<file path="config.mk">
export PLATFORM = sky130hd
export DESIGN_NAME = chip_demod
export DESIGN_NICKNAME = d
export VERILOG_FILES = /design/src/rtl/chip_demod.sv
export SDC_FILE = /design/constraint.sdc
export NUM_CORES = 1
export LEC_CHECK = 0
export CORE_UTILIZATION = 51
export DETAILED_ROUTE_END_ITERATION = 6
export PLACE_DENSITY = 0.87
export SYNTH_ARGS = -nofsm -noshare
export SYNTH_HDL_FRONTEND = slang
export SYNTH_SLANG_ARGS = --single-unit
</file>
<file path="constraint.sdc">
create_clock -name i_clk -period 4.9 [get_ports i_clk]
set_clock_uncertainty 0.15 [all_clocks]
set_input_delay 0.735 -clock i_clk [delete_from_list [all_inputs] [get_ports i_clk]]
set_output_delay 0.735 -clock i_clk [all_outputs]
set_load 0.02 [all_outputs]
</file>
<file path="src/rtl/chip_demod.sv">
// chip_demod: integrate-and-dump demodulator for sine-spread chips.
// Each chip integrates SAMPLES_PER_CHIP sample*reference products. The sign
// of the sum gives the chip bit, and CHIPS_PER_WORD chips are packed
// MSB-first into an output word with a valid/ready handshake.
// Optional macro CHIP_DEMOD_SOFT_EN adds the o_soft/o_soft_valid outputs,
// which carry the accumulator value at each chip decision.
module chip_demod #(
    parameter int unsigned SAMPLES_PER_CHIP = 4,
    parameter int unsigned CHIPS_PER_WORD   = 32
) (
    input  logic                      i_clk,
    input  logic                      i_rst_n,
    input  logic                      i_en,
    input  logic                      i_sync,
    input  logic [3:0]                i_sample,
    input  logic [3:0]                i_ref,
    input  logic                      i_sample_valid,
    output logic [CHIPS_PER_WORD-1:0] o_chips,
    output logic                      o_chips_valid,
    input  logic                      i_ready,
    output logic                      o_ovf
`ifdef CHIP_DEMOD_SOFT_EN
    ,
    output logic [10:0]               o_soft,
    output logic                      o_soft_valid
`endif
);

    localparam int unsigned ACC_W  = 11;
    localparam int unsigned PROD_W = 8;
    localparam int unsigned SCNT_W = $clog2(SAMPLES_PER_CHIP);
    localparam int unsigned CCNT_W = $clog2(CHIPS_PER_WORD);

    typedef enum logic [1:0] {
        IDLE   = 2'd0,
        ACCUM  = 2'd1,
        DECIDE = 2'd2
    } state_t;

    state_t                    state_q;
    logic [ACC_W-1:0]          acc_q;
    logic [SCNT_W-1:0]         scnt_q;
    logic [CCNT_W-1:0]         ccnt_q;
    logic [CHIPS_PER_WORD-1:0] shift_q;

    logic signed [PROD_W-1:0]  prod_c;
    logic [ACC_W-1:0]          prod_ext_c;
    logic                      chip_c;
    logic [CHIPS_PER_WORD-1:0] word_c;
    logic                      last_sample_c;
    logic                      last_chip_c;

    // Signed product, chip decision and the word as it looks after this decision
    always_comb begin
        prod_c        = $signed({{4{i_sample[3]}}, i_sample}) * $signed({{4{i_ref[3]}}, i_ref});
        prod_ext_c    = {{(ACC_W-PROD_W){prod_c[PROD_W-1]}}, prod_c};
        chip_c        = ~acc_q[ACC_W-1] & (|acc_q);
        word_c        = {shift_q[CHIPS_PER_WORD-2:0], chip_c};
        last_sample_c = (scnt_q == SCNT_W'(SAMPLES_PER_CHIP - 1));
        last_chip_c   = (ccnt_q == CCNT_W'(CHIPS_PER_WORD - 1));
    end

    // Demodulator FSM, accumulator, counters and output word handshake
    always_ff @(posedge i_clk) begin
        if (!i_rst_n) begin
            state_q       <= IDLE;
            acc_q         <= '0;
            scnt_q        <= '0;
            ccnt_q        <= '0;
            shift_q       <= '0;
            o_chips       <= '0;
            o_chips_valid <= 1'b0;
            o_ovf         <= 1'b0;
`ifdef CHIP_DEMOD_SOFT_EN
            o_soft        <= '0;
            o_soft_valid  <= 1'b0;
`endif
        end else begin
            // Consumed word retires unless a new word replaces it below
            if (o_chips_valid && i_ready) begin
                o_chips_valid <= 1'b0;
            end
`ifdef CHIP_DEMOD_SOFT_EN
            o_soft_valid <= 1'b0;
`endif
            if (!i_en) begin
                state_q <= IDLE;
                acc_q   <= '0;
                scnt_q  <= '0;
                ccnt_q  <= '0;
            end else if (i_sync) begin
                state_q <= ACCUM;
                acc_q   <= '0;
                scnt_q  <= '0;
                ccnt_q  <= '0;
                shift_q <= '0;
                o_ovf   <= 1'b0;
            end else begin
                case (state_q)
                    IDLE: begin
                        state_q <= ACCUM;
                    end
                    ACCUM: begin
                        if (i_sample_valid) begin
                            acc_q <= acc_q + prod_ext_c;
                            if (last_sample_c) begin
                                scnt_q  <= '0;
                                state_q <= DECIDE;
                            end else begin
                                scnt_q <= scnt_q + SCNT_W'(1);
                            end
                        end
                    end
                    DECIDE: begin
                        shift_q <= word_c;
`ifdef CHIP_DEMOD_SOFT_EN
                        o_soft       <= acc_q;
                        o_soft_valid <= 1'b1;
`endif
                        if (last_chip_c) begin
                            ccnt_q <= '0;
                            if (!o_chips_valid || i_ready) begin
                                o_chips       <= word_c;
                                o_chips_valid <= 1'b1;
                            end else begin
                                o_ovf <= 1'b1;
                            end
                        end else begin
                            ccnt_q <= ccnt_q + CCNT_W'(1);
                        end
                        // A sample arriving here starts the next chip
                        if (i_sample_valid) begin
                            acc_q  <= prod_ext_c;
                            scnt_q <= SCNT_W'(1);
                        end else begin
                            acc_q  <= '0;
                            scnt_q <= '0;
                        end
                        state_q <= ACCUM;
                    end
                    default: begin
                        state_q <= IDLE;
                    end
                endcase
            end
        end
    end

endmodule

</file>
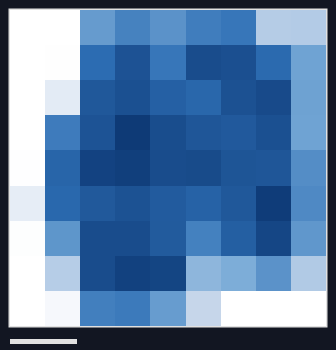
(images/density.png)
Bar = 20 um. The die is cut into 9 by 9 equal tiles; white is low, dark blue is high, 0 to 100% covered.
mean over tiles	59%
nearly empty tiles	16%
densest ninth of the die	middle
emptiest ninth of the die	top left
final core utilization: 65.7%
FP Core Util: 52.7%
Core ar.: 8260 um^2

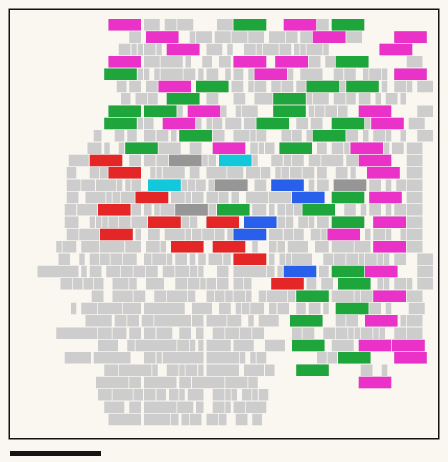
(images/registers.png)
Bar = 20 um. Other sequential cells in the stronger gray, the rest of the logic in the fainter gray.
color	netlist name	placed flops
green	shift_q	31
blue	ccnt_q	5
red	acc_q	11
cyan	state_q	2
magenta	o_chips	32
not colored	4
sequential share of cell area: 31.4%
Reg area: 1700 um^2
Power Sequential: 696 uW

==> ci_impl_report.md <==
## Synthesis and layout report

| Metric | Value |
|---|---|
| Final hold vios | 0 |
| Vias | 3839 |
| Max-cap violation count | 0 |
| Worst Setup Path Type | input pin to flop |
| Number of global-route vias before repair | 3637 |
| CTS tree | built |
| Status | complete, no violations |
| Pre-CTS WS | -0.655 ns |
| Post-synth EDFFs | 0 |
| Clock power share | 27.6% |
| Combinational share of power | 31.4% |
| Top-area cell share | 39.1% |
| M1 WL | 4210 um |
| Largest net degree at the start of global routing | 68 |
| Crit path cell chain | clkdlybuf4s50_1, and2_1, fa_1, fa_1, ha_4, fa_2, buf_4, xor2_2, ha_1, and3_4, a221oi_2, buf_4, xor2_1, nor2_1, a311oi_1, nor3_1 |
| Via density | 5.75 |
| CP startpoint | i_sample[3] |
| # Cells Yosys | 492 |
| Delay-heaviest family, CP | adder cells |
| Seq share, synth | 39.1% |
| Gr usage total | 23.5% |
| Post-synth regs | 85 |
| Worst Setup Start Kind | input pin |
| Avg Cell Area, Syn | 8.85 um^2 |
| Share of total power in sequential cells | 41.0% |
| Clk. pwr | 469 uW |
| Ys async rst share | 0% |
| Rel. slew slack | 43.5% |
| Worst-Margin Slew | 0.845 ns |
| Biggest area cells | dfxtp_1 (39%), ha_1 (7.5%), nand2_1 (7.3%) |
| Synth Cell Area | 4350 um^2 |
| Slew Limit Fails | 0 |
| HPWL after detailed placement | 6900 um |
| Tap cells | 105 |
| Crit end category | flop |
| Final setup margin | 0.0846 ns |
| Met3 routed WL | 449 um |
| Router iterations before antenna repair | 5 |
| Non-CTS inverters | 11 |
| Max Used Layer | met4 |
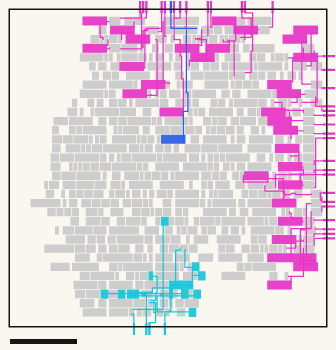
(images/port_nets.png)
Bar = 20 um.
color	port	bits	direction	end cells	buffers	wire
magenta	o_chips	32	output	32	32	626 um
blue	o_ovf	1	output	1	1	49.0 um
cyan	i_ref	4	input	14	7	193 um
IO Count: 48
Port Buffer Count: 47

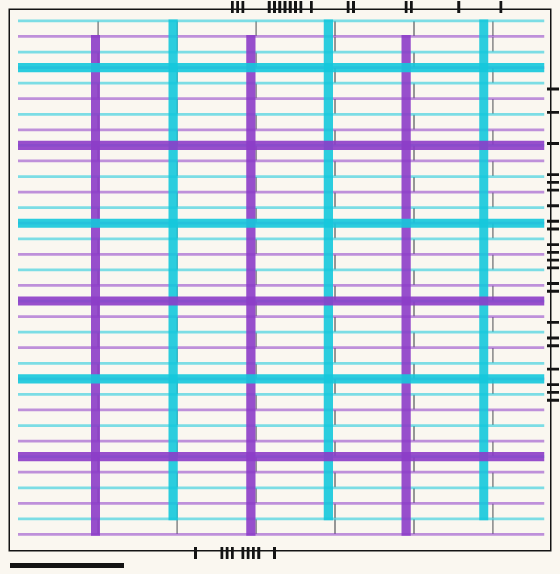
(images/pdn.png)
Bar = 20 um. Pins as bars on the die edge. Tap cells in gray.
color	net
purple	VSS
cyan	VDD
tap cells	105
signal pins	48
die height: 94.4 um
Max rail drop VDD: 0.000174 V
Die Wd: 94.4 um

## registers in the layout, indices dropped and copies added (netlist names)
register,cells
o_ovf,1
acc_q,11
o_chips,32
state_q,2
o_chips_valid,1
scnt_q,2
shift_q,31
ccnt_q,5
## per-layer routing
metal  track usage [%]  up-vias
li1                  -     1839
met1              28.6     1844
met2              41.3      132
met3              3.38       24
met4              9.49        0
met5                 0        -
## cells by family (layout without fill, tap and decap cells)
group / after synthesis / in the layout / share of synthesized area (%)
flops: 85 / 85 / 39.1
simple gates: 187 / 187 / 20.3
mux: 1 / 1 / 0.259
buf+inv: 42 / 113 / 4.17
xor+xnor: 14 / 14 / 3.31
compound gates: 127 / 127 / 20.8
fa+ha+maj: 36 / 36 / 12.1
Power and IR drop assume default switching activity.
